$ cat src/rtl/ysyx_2022040010_lsu.sv
// Load/store stage: ALU pass-through plus one outstanding data-memory access; optional LSU_MISALIGN_CHK_EN.
// Latency: non-memory write-back 1 cycle after accept, loads 3 cycles minimum (plus memory stall/response delay).
// Backpressure: ex_ready low while a request is pending or awaiting its response; request held until mem_req_ready.
module ysyx_2022040010_lsu #(
  parameter int XLEN = 64,
  parameter int RAW  = 5
) (
  input  logic            clk,
  input  logic            rst,
  input  logic            ex_valid,
  output logic            ex_ready,
  input  logic            ex_rd_we,
  input  logic [RAW-1:0]  ex_rd_addr,
  input  logic [XLEN-1:0] ex_result,
  input  logic [XLEN-1:0] ex_sdata,
  input  logic [3:0]      ex_mem_op,
  output logic            mem_req_valid,
  input  logic            mem_req_ready,
  output logic            mem_req_we,
  output logic [XLEN-1:0] mem_req_addr,
  output logic [XLEN-1:0] mem_req_wdata,
  output logic [7:0]      mem_req_wmask,
  input  logic            mem_rsp_valid,
  input  logic [XLEN-1:0] mem_rsp_rdata,
  output logic            wb_we,
  output logic [RAW-1:0]  wb_waddr,
  output logic [XLEN-1:0] wb_wdata,
  output logic            mem_misalign
);

  typedef enum logic [1:0] {IDLE, REQ, WAIT} state_e;

  state_e          state_q, state_d;
  logic [3:0]      op_q, op_d;
  logic [2:0]      off_q, off_d;
  logic            rd_we_q, rd_we_d;
  logic [RAW-1:0]  rd_q, rd_d;
  logic            req_valid_q, req_valid_d;
  logic            req_we_q, req_we_d;
  logic [XLEN-1:0] req_addr_q, req_addr_d;
  logic [XLEN-1:0] req_wdata_q, req_wdata_d;
  logic [7:0]      req_wmask_q, req_wmask_d;
  logic            wb_we_q, wb_we_d;
  logic [RAW-1:0]  wb_waddr_q, wb_waddr_d;
  logic [XLEN-1:0] wb_wdata_q, wb_wdata_d;
`ifdef LSU_MISALIGN_CHK_EN
  logic            misalign_q, misalign_d;
  logic            ex_misaligned;
`endif

  logic            ex_is_mem, ex_is_store;
  logic [7:0]      size_mask;
  logic [2:0]      low_mask;
  logic [2:0]      ex_off;
  logic [XLEN-1:0] lane;
  logic [XLEN-1:0] ld_data;

  // Access size decode: byte-enable pattern and the address bits that must be zero.
  always_comb begin
    ex_is_mem   = (ex_mem_op >= 4'd1) && (ex_mem_op <= 4'd11);
    ex_is_store = (ex_mem_op >= 4'd8) && (ex_mem_op <= 4'd11);
    case (ex_mem_op)
      4'd1, 4'd5, 4'd8:  begin size_mask = 8'h01; low_mask = 3'b000; end
      4'd2, 4'd6, 4'd9:  begin size_mask = 8'h03; low_mask = 3'b001; end
      4'd3, 4'd7, 4'd10: begin size_mask = 8'h0F; low_mask = 3'b011; end
      default:           begin size_mask = 8'hFF; low_mask = 3'b111; end
    endcase
    ex_off = ex_result[2:0] & ~low_mask;
  end

`ifdef LSU_MISALIGN_CHK_EN
  assign ex_misaligned = |(ex_result[2:0] & low_mask);
`endif

  assign lane = mem_rsp_rdata >> {off_q, 3'b000};

  always_comb begin
    case (op_q)
      4'd1:    ld_data = {{(XLEN-8){lane[7]}},   lane[7:0]};
      4'd2:    ld_data = {{(XLEN-16){lane[15]}}, lane[15:0]};
      4'd3:    ld_data = {{(XLEN-32){lane[31]}}, lane[31:0]};
      4'd5:    ld_data = {{(XLEN-8){1'b0}},      lane[7:0]};
      4'd6:    ld_data = {{(XLEN-16){1'b0}},     lane[15:0]};
      4'd7:    ld_data = {{(XLEN-32){1'b0}},     lane[31:0]};
      default: ld_data = lane;
    endcase
  end

  always_comb begin
    state_d     = state_q;
    op_d        = op_q;
    off_d       = off_q;
    rd_we_d     = rd_we_q;
    rd_d        = rd_q;
    req_valid_d = req_valid_q;
    req_we_d    = req_we_q;
    req_addr_d  = req_addr_q;
    req_wdata_d = req_wdata_q;
    req_wmask_d = req_wmask_q;
    wb_we_d     = 1'b0;
    wb_waddr_d  = wb_waddr_q;
    wb_wdata_d  = wb_wdata_q;
`ifdef LSU_MISALIGN_CHK_EN
    misalign_d  = 1'b0;
`endif
    case (state_q)
      IDLE: begin
        if (ex_valid) begin
          if (!ex_is_mem) begin
            wb_we_d    = ex_rd_we && (ex_rd_addr != '0);
            wb_waddr_d = ex_rd_addr;
            wb_wdata_d = ex_result;
          end
`ifdef LSU_MISALIGN_CHK_EN
          else if (ex_misaligned) begin
            misalign_d = 1'b1;
          end
`endif
          else begin
            op_d        = ex_mem_op;
            off_d       = ex_off;
            rd_we_d     = ex_rd_we;
            rd_d        = ex_rd_addr;
            req_valid_d = 1'b1;
            req_we_d    = ex_is_store;
            req_addr_d  = {ex_result[XLEN-1:3], 3'b000};
            req_wdata_d = ex_is_store ? (ex_sdata << {ex_off, 3'b000}) : '0;
            req_wmask_d = ex_is_store ? (size_mask << ex_off) : 8'h00;
            state_d     = REQ;
          end
        end
      end
      REQ: begin
        if (mem_req_ready) begin
          req_valid_d = 1'b0;
          state_d     = WAIT;
        end
      end
      WAIT: begin
        if (mem_rsp_valid) begin
          state_d = IDLE;
          if (!op_q[3]) begin
            wb_we_d    = rd_we_q && (rd_q != '0);
            wb_waddr_d = rd_q;
            wb_wdata_d = ld_data;
          end
        end
      end
      default: state_d = IDLE;
    endcase
  end

  always_ff @(posedge clk) begin
    if (!rst) begin
      state_q     <= IDLE;
      op_q        <= '0;
      off_q       <= '0;
      rd_we_q     <= 1'b0;
      rd_q        <= '0;
      req_valid_q <= 1'b0;
      req_we_q    <= 1'b0;
      req_addr_q  <= '0;
      req_wdata_q <= '0;
      req_wmask_q <= '0;
      wb_we_q     <= 1'b0;
      wb_waddr_q  <= '0;
      wb_wdata_q  <= '0;
`ifdef LSU_MISALIGN_CHK_EN
      misalign_q  <= 1'b0;
`endif
    end else begin
      state_q     <= state_d;
      op_q        <= op_d;
      off_q       <= off_d;
      rd_we_q     <= rd_we_d;
      rd_q        <= rd_d;
      req_valid_q <= req_valid_d;
      req_we_q    <= req_we_d;
      req_addr_q  <= req_addr_d;
      req_wdata_q <= req_wdata_d;
      req_wmask_q <= req_wmask_d;
      wb_we_q     <= wb_we_d;
      wb_waddr_q  <= wb_waddr_d;
      wb_wdata_q  <= wb_wdata_d;
`ifdef LSU_MISALIGN_CHK_EN
      misalign_q  <= misalign_d;
`endif
    end
  end

  assign ex_ready      = (state_q == IDLE);
  assign mem_req_valid = req_valid_q;
  assign mem_req_we    = req_we_q;
  assign mem_req_addr  = req_addr_q;
  assign mem_req_wdata = req_wdata_q;
  assign mem_req_wmask = req_wmask_q;
  assign wb_we         = wb_we_q;
  assign wb_waddr      = wb_waddr_q;
  assign wb_wdata      = wb_wdata_q;
`ifdef LSU_MISALIGN_CHK_EN
  assign mem_misalign  = misalign_q;
`else
  assign mem_misalign  = 1'b0;
`endif

endmodule

$ cat config.mk
export PLATFORM = sky130hd
export DESIGN_NAME = ysyx_2022040010_lsu
export DESIGN_NICKNAME = d
export VERILOG_FILES = /design/src/rtl/ysyx_2022040010_lsu.sv
export SDC_FILE = /design/constraint.sdc
export NUM_CORES = 1
export LEC_CHECK = 0
export CAP_MARGIN = 0
export CORE_MARGIN = 10
export CORE_UTILIZATION = 40
export DETAILED_ROUTE_END_ITERATION = 8
export PLACE_DENSITY_LB_ADDON = 0.2
export SLEW_MARGIN = 20
export SYNTH_ARGS = -nofsm -noshare
export SYNTH_HDL_FRONTEND = slang
export SYNTH_SLANG_ARGS = --single-unit
export TNS_END_PERCENT = 20
$ cat constraint.sdc
create_clock -name clk -period 6.4 [get_ports clk]
set_input_delay 1.28 -clock clk [delete_from_list [all_inputs] [get_ports clk]]
set_output_delay 1.28 -clock clk [all_outputs]
set_load 0.05 [all_outputs]
==> design notes <==
After layout, the minimum clock period comes to 4.16 ns. The slowest stage of the critical path is the nand2_2 cell. STA classifies the critical path startpoint as an input pin.

The worst setup path is captured at a flip-flop. The total number of nets in the final design is 2,064. The number of logic inverters in the finished layout came out at 8. The share of synthesized cell area in and-or and or-and compound cells came out at 0.238. Setup repair after global routing left no endpoint under its margin.

The sequential standard cell area was 4410 um^2. dfxtp_1 takes more of the synthesized area than any other cell. The portion of the layout cell area used by clock cells came out at 0.0469.

The most common logic cell in the final layout is clkdlybuf4s50_1. OpenROAD emitted warnings numbering 28. The layout clock buffer count came out at 34.

Count of pins over their slew limit: 0. The run gives 220 for the number of clock sinks seen by CTS. Pin count of the biggest net entering global routing: 96. The synthesis report lists the most area-consuming cells as dfxtp_1 36%, nand2_1 7.0%, mux2i_1 5.7%. The library cells used most frequently in the layout, excluding fill and tap cells, are 411 x clkdlybuf4s50_1, 229 x nand2_1, 217 x dfxtp_1, 135 x a21oi_1, 127 x nand3_1. The cell resize tally after clock tree synthesis is 0. The data required time reported for the critical path is 6.79 ns. In the per-layer summary, the met1 wirelength comes to 21,900 um. Top layer reached by signal wires: met5.

The run gives 2,846 as the number of fill cells. With the share of cell area taken by muxes after synthesis at 0.122, the count of standard-cell rows is 64. The cell count after placement is 2,223, and the number of DRC markers after the initial detailed-route iteration is 1,410. The prevailing post-synth register cell was dfxtp_1.

The run gives 4.55 ns for the data arrival time of the critical path. The run gives 0.55 ns as the clock insertion delay at the later pin of the skew report. The worst min-delay path category was reg2reg. The share of the clock period used by the worst path after layout works out to 0.650. The run finished with clean final reports. There are 220 flip-flops and latches. Largest delay contributor family on the critical path: simple AND/OR/NAND/NOR gates.

Per STA, the highest per-stage delay on the worst path measures 0.97 ns. Pin placement for this block handled 417 I/O pins. The chip occupies 38,400 um^2.

The run gives 0.250 for the worst relative slew slack. From left edge to right edge, the die measures 196 um. The tools report the cell area after synthesis as 12,400 um^2. Looking at the max-slew report, the worst-margin pin has a slew of 1.12 ns.

In this run the cell area measured after placement is 16,500 um^2. TritonCTS built the clock tree. The area-dominant cell class after layout is logic gates. The growth of design area from synthesis to finish was 40.2%; the synthesis warning total was 0. In this run the power density over the cells is 229 nW/um^2. The cell sequence reported for the critical path is clkdlybuf4s50_1, nand4bb_1, nand2_2, buf_4, mux2_2, a2bb2oi_1, a31oi_1. The synthesis area per yosys was 12,400 um^2; the number of register bits inferred by synthesis was 220.

After its last routability iteration, the placer logged a weighted congestion of 1.08. Sequential portion of the cell area: 0.254. For this run, design rule violations remaining after detail routing come to 0.

Setup violation total in the final timing report: 0. The clock slew at the register clock pins of the worst setup and hold paths is 0.07 ns, and the average size of a mapped cell is 8.03 um^2. Hold is met by 0.453 ns. Across the routed clock network, the largest skew measured is 0.0138 ns. Per the post-run analysis, buffers plus inverters along the critical path come to 2.

Detailed placement ended at an HPWL of 44,100 um. The run gives 0.0835 for the global-route met3 utilization. Achievable frequency: 0.240 GHz. For the via count of the first global-routing pass, the log shows 13,456. After synthesis, the design contains 1,543 cells according to Yosys. The analysis attributes to cell leakage a power of 6.00 nW. The run gives 0 for the number of enable-type register cells in the synthesized netlist. After routing the design area is 17,400 um^2.
path summary, 6_finish.rpt:
check,depth (start not counted),slack (ns),start,to
worst max-delay path,7,2.24,ex_mem_op[3],mem_req_wdata[49]$_SDFFE_PN0P_
worst max register to register,6,2.93,state_q[1]$_SDFFE_PN0P_,mem_req_wdata[62]$_SDFFE_PN0P_
worst min register to register,2,0.45,mem_req_addr[40]$_SDFFE_PN0P_,mem_req_addr[40]$_SDFFE_PN0P_
worst min-delay path,2,0.45,mem_req_addr[40]$_SDFFE_PN0P_,mem_req_addr[40]$_SDFFE_PN0P_
where the power goes:
| group | total (mW) | switching (mW) | internal, mW |
|---|---|---|---|
| sequential | 1.48 | 0.0457 | 1.44 |
| combinational | 1.05 | 0.660 | 0.391 |
| clock | 1.44 | 0.625 | 0.814 |
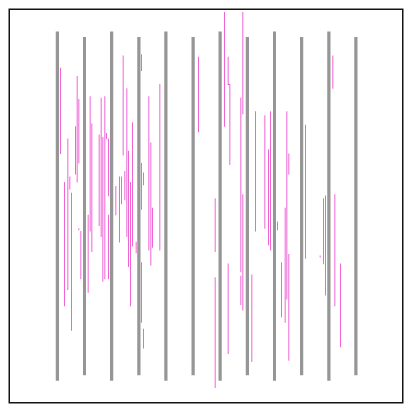
*Signal wires on met4*
Drawn at 2 px/um. Supply wires on this layer in grey.
longest straight run	93.8 um
wire length on this layer	2,870 um
Total Routed Length: 58,900 um
Via Count: 13,631

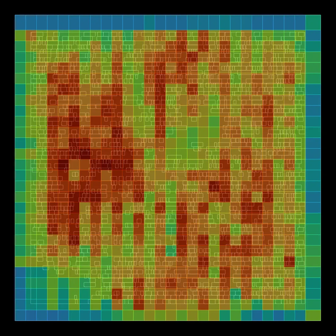
*Congestion heat map*
per-cell routed wire length: 25.9 um
final design utilization: 0.568
most utilized layer in the global route result: met2

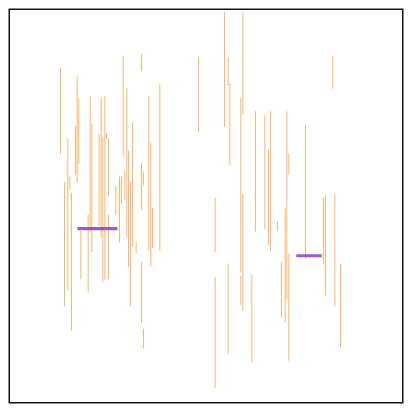
*Signal wires by layer*
Drawn at 2 px/um. Two of the layers only.
colour	layer	wire length
purple	metal 5	29.4 um
orange	metal 4	2,870 um

No activity file was given, so power comes from the tool's default toggle rates.
